### Signal wires on met1

Cells faint in the background.
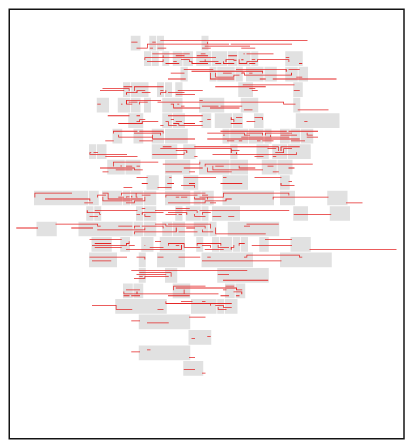
### The metal 2 layer

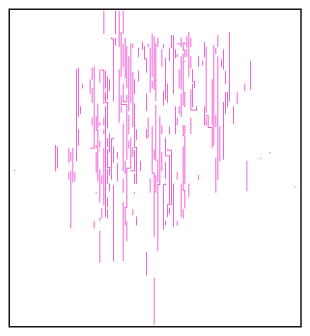
### config.mk
export PLATFORM = sky130hd
export DESIGN_NAME = round_robin_arbiter_variable_time_slice
export DESIGN_NICKNAME = d
export VERILOG_FILES = /design/src/rtl/round_robin_arbiter_variable_time_slice.sv
export SDC_FILE = /design/constraint.sdc
export NUM_CORES = 1
export LEC_CHECK = 0
export CAP_MARGIN = 20
export CORE_ASPECT_RATIO = 1.1
export CORE_MARGIN = 4
export CORE_UTILIZATION = 25
export CTS_CLUSTER_SIZE = 28
export DETAILED_ROUTE_END_ITERATION = 10
export GPL_TIMING_DRIVEN = 0
export SLEW_MARGIN = 20
export SYNTH_ARGS = -nofsm -noshare
export SYNTH_HDL_FRONTEND = slang
export SYNTH_SLANG_ARGS = --single-unit
### constraint.sdc
create_clock -name clk -period 3.5 [get_ports clk]
set_input_delay 0.525 -clock clk [delete_from_list [all_inputs] [get_ports clk]]
set_output_delay 0.525 -clock clk [all_outputs]
set_load 0.05 [all_outputs]
### src/rtl/round_robin_arbiter_variable_time_slice.sv
// Four-requester round-robin arbiter with a per-requester time slice and direct owner handoff.
// Optional RRA_SLICE_CNT_EN exposes the slice counter (SLICE_CNT) and a last-cycle flag (SLICE_LAST).
module round_robin_arbiter_variable_time_slice #(
    parameter int unsigned SLICE0 = 1,
    parameter int unsigned SLICE1 = 2,
    parameter int unsigned SLICE2 = 3,
    parameter int unsigned SLICE3 = 4
) (
    input  logic       clk,
    input  logic       rst_n,
    input  logic [3:0] REQ,
    output logic [3:0] GNT
`ifdef RRA_SLICE_CNT_EN
    ,
    output logic [3:0] SLICE_CNT,
    output logic       SLICE_LAST
`endif
);

    // A slice of 0 behaves as 1; anything above the 4-bit counter range saturates.
    localparam logic [3:0] SliceEff0 = (SLICE0 == 0) ? 4'd1 : (SLICE0 > 15) ? 4'd15 : 4'(SLICE0);
    localparam logic [3:0] SliceEff1 = (SLICE1 == 0) ? 4'd1 : (SLICE1 > 15) ? 4'd15 : 4'(SLICE1);
    localparam logic [3:0] SliceEff2 = (SLICE2 == 0) ? 4'd1 : (SLICE2 > 15) ? 4'd15 : 4'(SLICE2);
    localparam logic [3:0] SliceEff3 = (SLICE3 == 0) ? 4'd1 : (SLICE3 > 15) ? 4'd15 : 4'(SLICE3);

    logic [3:0] gnt_q, gnt_d;
    logic [3:0] cnt_q, cnt_d;
    logic [1:0] ptr_q, ptr_d;
    logic [1:0] own;
    logic [1:0] win;
    logic [3:0] own_slice;

    // Circular scan from k+1; k itself is checked last. Only called with req != 0.
    function automatic logic [1:0] next_idx(input logic [1:0] k, input logic [3:0] req);
        logic [1:0] idx;
        next_idx = k;
        for (int j = 4; j >= 1; j--) begin
            idx = k + 2'(j);
            if (req[idx]) next_idx = idx;
        end
    endfunction

    always_comb begin
        own = 2'd0;
        unique case (gnt_q)
            4'b0010: own = 2'd1;
            4'b0100: own = 2'd2;
            4'b1000: own = 2'd3;
            default: own = 2'd0;
        endcase
    end

    always_comb begin
        own_slice = SliceEff0;
        case (own)
            2'd1:    own_slice = SliceEff1;
            2'd2:    own_slice = SliceEff2;
            2'd3:    own_slice = SliceEff3;
            default: own_slice = SliceEff0;
        endcase
    end

    always_comb begin
        gnt_d = gnt_q;
        cnt_d = cnt_q;
        ptr_d = ptr_q;
        win   = 2'd0;
        if (gnt_q == 4'b0000) begin
            if (REQ != 4'b0000) begin
                win   = next_idx(ptr_q, REQ);
                gnt_d = 4'b0001 << win;
                cnt_d = 4'd1;
                ptr_d = win;
            end
        end else if (!REQ[own] || (cnt_q >= own_slice)) begin
            // Release or slice expiry: hand off in this same edge, possibly back to the owner.
            if (REQ == 4'b0000) begin
                gnt_d = 4'b0000;
                cnt_d = 4'd0;
            end else begin
                win   = next_idx(own, REQ);
                gnt_d = 4'b0001 << win;
                cnt_d = 4'd1;
                ptr_d = win;
            end
        end else begin
            cnt_d = cnt_q + 4'd1;
        end
    end

    always_ff @(posedge clk or negedge rst_n) begin
        if (!rst_n) begin
            gnt_q <= 4'b0000;
            cnt_q <= 4'd0;
            ptr_q <= 2'd3;
        end else begin
            gnt_q <= gnt_d;
            cnt_q <= cnt_d;
            ptr_q <= ptr_d;
        end
    end

    assign GNT = gnt_q;

`ifdef RRA_SLICE_CNT_EN
    assign SLICE_CNT  = cnt_q;
    assign SLICE_LAST = (gnt_q != 4'b0000) && (cnt_q == own_slice);
`else
`endif

endmodule

==> flow_summary.yaml <==
# flow metrics
clocking:
  total_clock_buffers_created_by_cts: 3
  cts_hold_buffers: 0
logic_synthesis:
  yosysSeqAreaShare: 0.246
  number_of_synthesized_flops_with_an_enable_pin: 0
  synth_cell_type_count: 45
  top_logic_kind: "simple AND/OR/NAND/NOR gates"
  async_reset_ff_frac: 1.00
  synthMuxAreaShare: 0.0195
  synthXorXnorAreaFrac: 0.0256
  mappedNetlistArea_sq_mm: 0.00103
  number_of_register_bits_inferred_by_synthesis: 10
  top_cell_area_share: 0.195
power:
  power.largest_group: "combinational logic"
  leakage_component_of_the_power_nw: 0.499
  pwr.group.sequential_mw: 0.205
  seqPwrFrac: 0.165
  worst_ir_drop_vdd_uv: 438
  power.switching_fraction: 0.491
  switching_power_mw: 0.609
  design_power_total_mw: 1.24
  power_per_cell_area_mw_per_mm2: 1050
status:
  result_of_the_run: "finished clean"
grt:
  grt_start_max_net_pins: 11
layout:
  dominant_cells: "logic gates"
  comb_area_share: 0.585
critical_path:
  crit_path_max_fanout: 10
  timing.critical_path.depth: 13
final_timing:
  hold_violations: 0
  postLayoutSetupSlackWorst_ns: 0.387
  final_layout_setup_total_negative_slack_ns: 0
  period_needed_ns: 3.11
min_path:
  timing.hold.worst.class: "reg2reg"
die:
  floorplan.io_pins: 10
  floorplan.die_area_sq_mm: 0.00519
drt:
  drt_pre_antenna_iters: 4
placement:
  numPlacedInstances: 188
Notes on 'Signal wires on met1' above:
wire length on this layer: 1150 um
longest straight run: 25.8 um
nets with wire on the layer: 139
main direction: horizontal
total vias in the final route: 972
Routed Wire Length: 2450 um

Notes on 'The metal 2 layer' above:
share of all routed wire: 49%
main direction: vertical
nets with wire on the layer: 121
GRT met2 Usage: 0.177

state kept, by name, summed over array words and instances, names as in the netlist:
signal  flops
ptr_q       2
GNT         4
cnt_q       4
metrics by stage:
stage               instance area, sq um  utilization
finish                              1190        0.299
global route                        1190        0.299
CTS                                 1190        0.299
detailed placement                  1140        0.288
global placement                    1140        0.288
floorplan                           1030            -
logic make-up (layout without fill, tap and decap cells):
logic type,after synthesis,after routing
and+or+nand+nor,57,57
AOI/OAI and AO/OA,38,38
buffers and inverters,16,25
DFF,10,10
adders and majority gates,5,5
xor gates and xnor gates,3,3
muxes,2,2
routing by layer:
metal	wire, um	part of all wire	global-route usage	up-vias
li1	-	-	-	492
met1	1150	0.47	0.124	462
met2	1190	0.49	0.177	16
met3	90	0.037	0.0307	2
met4	21	0.0086	0.0217	0
met5	0	0	0	-
No activity file was given, so power comes from the tool's default toggle rates.
